<file path="config.mk">
export PLATFORM = sky130hd
export DESIGN_NAME = cache_request_issuer
export DESIGN_NICKNAME = d
export VERILOG_FILES = /design/src/rtl/cache_request_issuer.sv
export SDC_FILE = /design/constraint.sdc
export NUM_CORES = 1
export LEC_CHECK = 0
export CORE_MARGIN = 4
export CORE_UTILIZATION = 50
export CTS_BUF_LIST = sky130_fd_sc_hd__clkbuf_2
export DETAILED_ROUTE_END_ITERATION = 10
export PLACE_DENSITY = 0.78
export SLEW_MARGIN = 30
export SYNTH_ARGS = -nofsm -noshare
export SYNTH_HDL_FRONTEND = slang
export SYNTH_SLANG_ARGS = --single-unit
</file>
<file path="constraint.sdc">
create_clock -name clk -period 3.8 [get_ports clk]
set_input_delay 0.76 -clock clk [delete_from_list [all_inputs] [get_ports clk]]
set_output_delay 0.76 -clock clk [all_outputs]
set_load 0.05 [all_outputs]
</file>
<file path="src/rtl/cache_request_issuer.sv">
// cache_request_issuer: queues core load/store requests and launches them one at
// a time onto the local router port. Loads block until the tagged response arrives
// or a timeout expires; stores are posted. Request order is strictly preserved.
module cache_request_issuer #(
   parameter int DATA_WIDTH               = 32,
   parameter int CACHE_BANK_ADDRESS_WIDTH = 8,
   parameter int NETWORK_ADDRESS_WIDTH    = 4,
   parameter int LOCAL_ADDRESS            = 0,
   parameter int QUEUE_DEPTH              = 4,
   parameter int TIMEOUT_CYCLES           = 64
) (
   input  logic                                clk,
   input  logic                                reset,
   input  logic                                coreReqValid,
   output logic                                coreReqReady,
   input  logic                                coreReqWrite,
   input  logic [NETWORK_ADDRESS_WIDTH-1:0]    coreReqDest,
   input  logic [CACHE_BANK_ADDRESS_WIDTH-1:0] coreReqAddr,
   input  logic [DATA_WIDTH-1:0]               coreReqData,
   output logic                                coreRespValid,
   input  logic                                coreRespReady,
   output logic [DATA_WIDTH-1:0]               coreRespData,
   output logic                                coreRespError,
   input  logic                                netReady,
   output logic [NETWORK_ADDRESS_WIDTH-1:0]    destAddressOut,
   output logic [CACHE_BANK_ADDRESS_WIDTH-1:0] cacheAddressOut,
   output logic [NETWORK_ADDRESS_WIDTH-1:0]    requesterAddressOut,
   output logic                                memRead,
   output logic                                memWrite,
   output logic [DATA_WIDTH-1:0]               dataOut,
   input  logic                                readReady,
   input  logic [NETWORK_ADDRESS_WIDTH-1:0]    requesterAddressIn,
   input  logic [DATA_WIDTH-1:0]               cacheDataIn,
   output logic                                busy
);

   localparam int PTR_WIDTH   = $clog2(QUEUE_DEPTH);
   localparam int COUNT_WIDTH = PTR_WIDTH + 1;
   localparam int TIMER_WIDTH = $clog2(TIMEOUT_CYCLES);
   localparam int ENTRY_WIDTH = 1 + NETWORK_ADDRESS_WIDTH + CACHE_BANK_ADDRESS_WIDTH + DATA_WIDTH;

   localparam logic [COUNT_WIDTH-1:0]           FULL_COUNT = COUNT_WIDTH'(QUEUE_DEPTH);
   localparam logic [TIMER_WIDTH-1:0]           TIMER_LAST = TIMER_WIDTH'(TIMEOUT_CYCLES - 1);
   localparam logic [NETWORK_ADDRESS_WIDTH-1:0] LOCAL_TAG  = NETWORK_ADDRESS_WIDTH'(LOCAL_ADDRESS);

   typedef enum logic [1:0] {
      IDLE      = 2'd0,
      WAIT_READ = 2'd1,
      RESPOND   = 2'd2
   } issuerState_t;

   issuerState_t state, stateNext;

   // Request FIFO storage and bookkeeping
   logic [ENTRY_WIDTH-1:0]  fifoMem [QUEUE_DEPTH];
   logic [PTR_WIDTH-1:0]    wrPtr, rdPtr;
   logic [COUNT_WIDTH-1:0]  count;
   logic                    push, pop;

   // Head-of-queue fields
   logic                                headWrite;
   logic [NETWORK_ADDRESS_WIDTH-1:0]    headDest;
   logic [CACHE_BANK_ADDRESS_WIDTH-1:0] headAddr;
   logic [DATA_WIDTH-1:0]               headData;

   // Next-state values for the registered outputs
   logic [TIMER_WIDTH-1:0]              timer, timerNext;
   logic [DATA_WIDTH-1:0]               respDataNext;
   logic                                respErrorNext;
   logic                                memReadNext, memWriteNext;
   logic [NETWORK_ADDRESS_WIDTH-1:0]    destNext;
   logic [CACHE_BANK_ADDRESS_WIDTH-1:0] cacheAddrNext;
   logic [DATA_WIDTH-1:0]               dataOutNext;

   assign coreReqReady        = (count != FULL_COUNT);
   assign push                = coreReqValid && coreReqReady;
   // Launching only happens from IDLE, so a blocking read holds back every later request.
   assign pop                 = (state == IDLE) && (count != '0) && netReady;
   assign {headWrite, headDest, headAddr, headData} = fifoMem[rdPtr];
   assign coreRespValid       = (state == RESPOND);
   assign requesterAddressOut = LOCAL_TAG;
   assign busy                = (count != '0) || (state != IDLE);

   // FIFO storage write; contents need no reset because count guards every read
   always_ff @(posedge clk) begin
      if (push) begin
         fifoMem[wrPtr] <= {coreReqWrite, coreReqDest, coreReqAddr, coreReqData};
      end
   end

   // FIFO pointers and occupancy; push and pop in one cycle leave count unchanged
   always_ff @(posedge clk or posedge reset) begin
      if (reset) begin
         wrPtr <= '0;
         rdPtr <= '0;
         count <= '0;
      end else begin
         if (push) wrPtr <= wrPtr + PTR_WIDTH'(1);
         if (pop)  rdPtr <= rdPtr + PTR_WIDTH'(1);
         case ({push, pop})
            2'b10:   count <= count + COUNT_WIDTH'(1);
            2'b01:   count <= count - COUNT_WIDTH'(1);
            default: count <= count;
         endcase
      end
   end

   // FSM state register
   always_ff @(posedge clk or posedge reset) begin
      if (reset) state <= IDLE;
      else       state <= stateNext;
   end

   // Next-state logic: launch, wait for tagged response or timeout, hand result to core
   always_comb begin
      stateNext     = state;
      timerNext     = timer;
      respDataNext  = coreRespData;
      respErrorNext = coreRespError;
      memReadNext   = 1'b0;
      memWriteNext  = 1'b0;
      destNext      = destAddressOut;
      cacheAddrNext = cacheAddressOut;
      dataOutNext   = dataOut;
      case (state)
         IDLE: begin
            if (pop) begin
               destNext      = headDest;
               cacheAddrNext = headAddr;
               dataOutNext   = headData;
               if (headWrite) begin
                  memWriteNext = 1'b1;
               end else begin
                  memReadNext = 1'b1;
                  timerNext   = '0;
                  stateNext   = WAIT_READ;
               end
            end
         end
         WAIT_READ: begin
            // A matching response beats the timeout when both land in the same cycle.
            if (readReady && (requesterAddressIn == LOCAL_TAG)) begin
               respDataNext  = cacheDataIn;
               respErrorNext = 1'b0;
               stateNext     = RESPOND;
            end else if (timer == TIMER_LAST) begin
               respDataNext  = '0;
               respErrorNext = 1'b1;
               stateNext     = RESPOND;
            end else if (timer != '1) begin
               timerNext = timer + TIMER_WIDTH'(1);
            end
         end
         RESPOND: begin
            if (coreRespReady) stateNext = IDLE;
         end
         default: stateNext = IDLE;
      endcase
   end

   // Registered network fields, strobes, timer and core response
   always_ff @(posedge clk or posedge reset) begin
      if (reset) begin
         timer           <= '0;
         coreRespData    <= '0;
         coreRespError   <= 1'b0;
         memRead         <= 1'b0;
         memWrite        <= 1'b0;
         destAddressOut  <= '0;
         cacheAddressOut <= '0;
         dataOut         <= '0;
      end else begin
         timer           <= timerNext;
         coreRespData    <= respDataNext;
         coreRespError   <= respErrorNext;
         memRead         <= memReadNext;
         memWrite        <= memWriteNext;
         destAddressOut  <= destNext;
         cacheAddressOut <= cacheAddrNext;
         dataOut         <= dataOutNext;
      end
   end

endmodule

</file>
Figure 1. Clock routing.
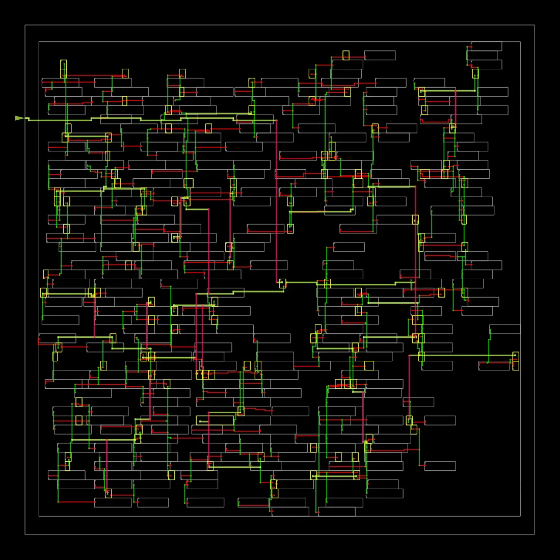
clock sink total: 274
Worst-Skew Late Latency: 0.84 ns

Figure 2. Routed metal, one colour a layer.
The bar under the picture is 50 µm long.
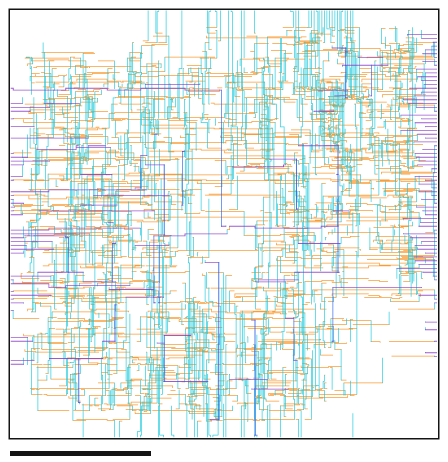
Orange stands for met1, wire length 8900 µm. Blue stands for met4, wire length 441 µm. Cyan stands for met2, wire length 9920 µm. Purple stands for met3, wire length 1450 µm.

==> impl_report.txt <==
PHYSICAL IMPLEMENTATION REPORT
----------------------------------------------------
[Yosys]
  Post-synth tally of flip-flops with integrated enable ........................ 180
  Count of warnings emitted by yosys ........................ 0
  Adder-Cell Fraction of Synth Area ........................ less than 1%
  Count of distinct cell types in the synthesized netlist ........................ 39
  Multiplexer share of the synthesized area ........................ 15.5%
  Xor+xnor area frac ........................ 0.580%
  Largest cells by area after synthesis ........................ edfxtp_1, dfrtp_1, mux4_2
  Async SR Flop Fraction ........................ between 30% and 40%
  Synthesized area per cell ........................ 20.7 µm²
  Cell with the most instances after synthesis ........................ edfxtp_1
  Dominant cell type by area after synthesis ........................ edfxtp_1
  Number of cell instances after yosys synthesis ........................ 500
  Dominant combinational cell family by area after synthesis ........................ multiplexers
  Dominant synthesized flop cell ........................ edfxtp_1
  Yosys reg bits ........................ 274
  Commonest cells in the netlist ........................ edfxtp_1, dfrtp_1, mux4_2
  Post-synthesis instance total ........................ 500
  Share of the synthesized area in the top cell type ........................ 52.2%

[Route]
  Uppermost routed layer ........................ met4
  DRC Markers ........................ 0
  Sum of routed wire length over all layers ........................ a little over 20 mm
  Routed wire length per instance ........................ 19.7 µm
  Router iterations before antenna repair ........................ 4
  Met3 wire length ........................ 1.45 mm
  Antenna-violating nets left ........................ 0
  Via Count ........................ 5501
  Routed metal-1 wirelength ........................ 8.90 mm
  Post-detailed-route via-to-cell ratio ........................ 5.22
  Number of DRC markers after the initial detailed-route iteration ........................ 298

[GRT]
  Via count of the first global-routing pass ........................ 6166
  M1 GR Usage ........................ a little under a quarter
  GRT met2 Usage ........................ 28.9%
  Grt met3 use ........................ 6.20%
  Antenna violations before repair ........................ 0
  Largest net degree at the start of global routing ........................ 62
  Busiest grt layer ........................ met2
  First-pass GRT wire length ........................ 33.3 mm
  Overall Global Routing Usage ........................ ~18%
  Remaining Overflow, GRT ........................ 0

[Final timing]
  Number of max-slew violations in the final report ........................ 0
  Fraction of the cycle the final worst path needs ........................ about 80%
  Max_slew headroom ........................ 45.9%
  Worst hold slack across all endpoints ........................ about 0.46 ns
  Clock Skews ........................ 0.0830 ns
  Number of endpoints with negative hold slack in the final report ........................ 0
  Min Clock Period, post-route ........................ 3.06 ns
  Setup-violating endpoint count in the final report ........................ 0
  Maximum clock frequency ........................ 327 MHz
  Final-layout setup total negative slack ........................ 0 ns
  Setup repair after global routing missed its margin ........................ false
  Transition time at the pin with the least slew margin ........................ 0.811 ns

[Power and ir drop]
  Power Internal ........................ around 6.8 mW
  Clock network fraction of design power ........................ 18.1%
  Worst vdd rail ir drop ........................ 0.587 mV
  Leakage power total ........................ 4.97 nW
  Total net switching power ........................ 4.24 mW
  Part of the total power dissipated in sequential elements ........................ 42.1%
  Switching part of the total ........................ between 30% and 40%
  PD cells ........................ 855 nW/µm²
  Comb power frac ........................ 39.8%

[Clocking]
  Clock-pin transition on the worst setup and hold timing paths ........................ 0.10 ns
  TritonCTS clock tree ........................ built
  CTS Hold Bufs ........................ 0
  Post-cts resize count ........................ 0
  Clock tree root buffer cell ........................ clkbuf_2
  Deepest level of the CTS H-tree ........................ 3
  Count of buffers added by post-CTS timing repair for setup ........................ 0
  Maximum count of clock buffers along a single path ........................ 3

[Final layout]
  Area of the multi-input gates ........................ 2350 µm²
  Most used logic cell in the final layout ........................ edfxtp_1
  Sequential cell area ........................ 7760 µm²
  Fin nets ........................ 821
  Fraction of layout instances using a drive strength above 1 ........................ about 30%
  Most frequent cells in the layout ........................ edfxtp_1, clkdlybuf4s50_1, clkbuf_2
  Syn-to-layout area delta ........................ 25.0%
  Layout Cell Area excl Fill ........................ 12900 µm²
  Antenna Cells ........................ 0
  Number of standard cells in the final layout excluding fillers ........................ about 1100
  Filler instances ........................ around 1500

[Critical path]
  FF-to-FF End ........................ count[2]
  Endpoint class of the critical path ........................ output port
  Data arrival at the endpoint of the critical path ........................ 2.30 ns
  Reg2Reg Depth ........................ 9
  Biggest fanout along the worst timing path ........................ 5
  Worst setup path end ........................ coreRespValid
  Worst setup SP type ........................ flip-flop
  Worst reg2reg startpoint ........................ state[0]
  Critical Path RT ........................ 3.04 ns
  Register-to-Register Setup Slack ........................ 1.29 ns

[Placement]
  Cell Area, Placed ........................ 12300 µm²
  Post-DP HPWL ........................ 12.5 mm
  GPL Wtd Cong ........................ 0.821
  Placed cells ........................ 925

[Outcome]
  Outcome ........................ finished, final reports clean

[Die]
  Number of rows created at floorplan ........................ 52
  Overall chip area ........................ 23100 µm²
  Core area ........................ ~20000 µm²
  Core utilization before placement ........................ 51.0%
  I/O pins ........................ 173

[Worst hold path]
  Hold WC Path Type ........................ input pin to asynchronous set/reset pin

[Job]
  Number of warnings the tools reported ........................ 29

----------------------------------------------------
Figure 3. Sequential cells coloured by netlist name.
Other sequential cells in the stronger grey, the rest of the logic in the fainter grey.
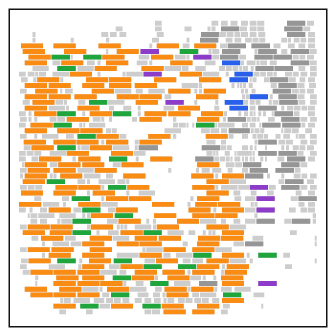
Green stands for dataOut, placed flops 32. Blue stands for timer, placed flops 6, where upper right. Orange stands for fifoMem, placed flops 180. Purple stands for cacheAddressOut, placed flops 8.
Another 48 sequential cells are not coloured.
final core occ: 63.7%
flip-flop and latch power: 4.66 mW

Figure 4. Ports around the boundary.
Pins as bars across the die edge, other pins in grey.
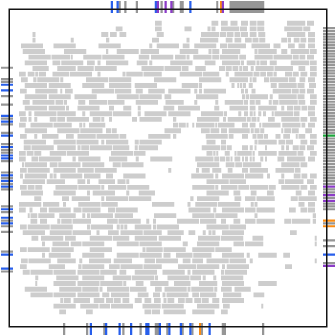
Purple stands for cacheAddressOut, pins 8, direction output, edge 4 top, 4 right. Green stands for coreRespValid, pins 1, direction output, edge right. Blue stands for dataOut, pins 32, direction output, edge 16 left, 11 bottom, 4 top, 1 right. Orange stands for destAddressOut, pins 4, direction output, edge 2 right, 1 bottom, 1 top.
die outline height: 152 µm
chip width: 152 µm
port buffer count: 168

critical path: stages (launching register included):
cell,delay (ns)
dfrtp_1,0.43
or2b_1,0.25
inv_1,0.06
clkdlybuf4s50_1,0.79
layout make-up:
| type | instances | area share [%] |
|---|---|---|
| Clock buffer | 110 | 4.25 |
| Clock inverter | 18 | 0.909 |
| Inverter | 13 | 0.435 |
| Multi-Input combinational cell | 189 | 18.2 |
| Sequential cell | 274 | 60.0 |
| Tap cell | 270 | 2.61 |
| Timing Repair Buffer | 179 | 13.6 |
through the flow:
step / setup WS (ns) / total power, mW
final: 0.745 / 11.1
after global routing: 0.615 / 11.6
after CTS: 0.659 / 11.2
after detailed placement: 0.501 / 9.18
after global placement: 0.514 / 9.04
after floorplan: 0.591 / 7.74
power by group through the flow:
stage | sequential, mW | clock [mW] | combinational (mW)
2_1_floorplan | 5.84 | 0 | 1.90
3_5_place_dp | 4.73 | 0 | 4.45
6_report | 4.66 | 2.00 | 4.40
4_1_cts | 4.68 | 2.08 | 4.46
3_3_place_gp | 4.68 | 0 | 4.36
5_1_grt | 4.77 | 2.23 | 4.63
cell families (layout without fill, tap and decap cells):
logic type / Yosys count / count (layout)
AND-OR/OR-AND: 50 / 50
XOR/XNOR: 6 / 6
adder cells (fa/ha/maj): 7 / 7
buffers and inverters: 40 / 320
flip-flops: 274 / 274
multiplexers: 89 / 89
other: 1 / 4
AND/OR/NAND/NOR: 33 / 33
state kept, by name, indices dropped and copies added, names as in the netlist:
name	count
fifoMem	180
coreRespData	32
dataOut	32
cacheAddressOut	8
timer	6
destAddressOut	4
count	3
rdPtr	2
state	2
wrPtr	2
coreRespError	1
memRead	1
memWrite	1
No activity file was given, so power comes from the tool's default toggle rates.
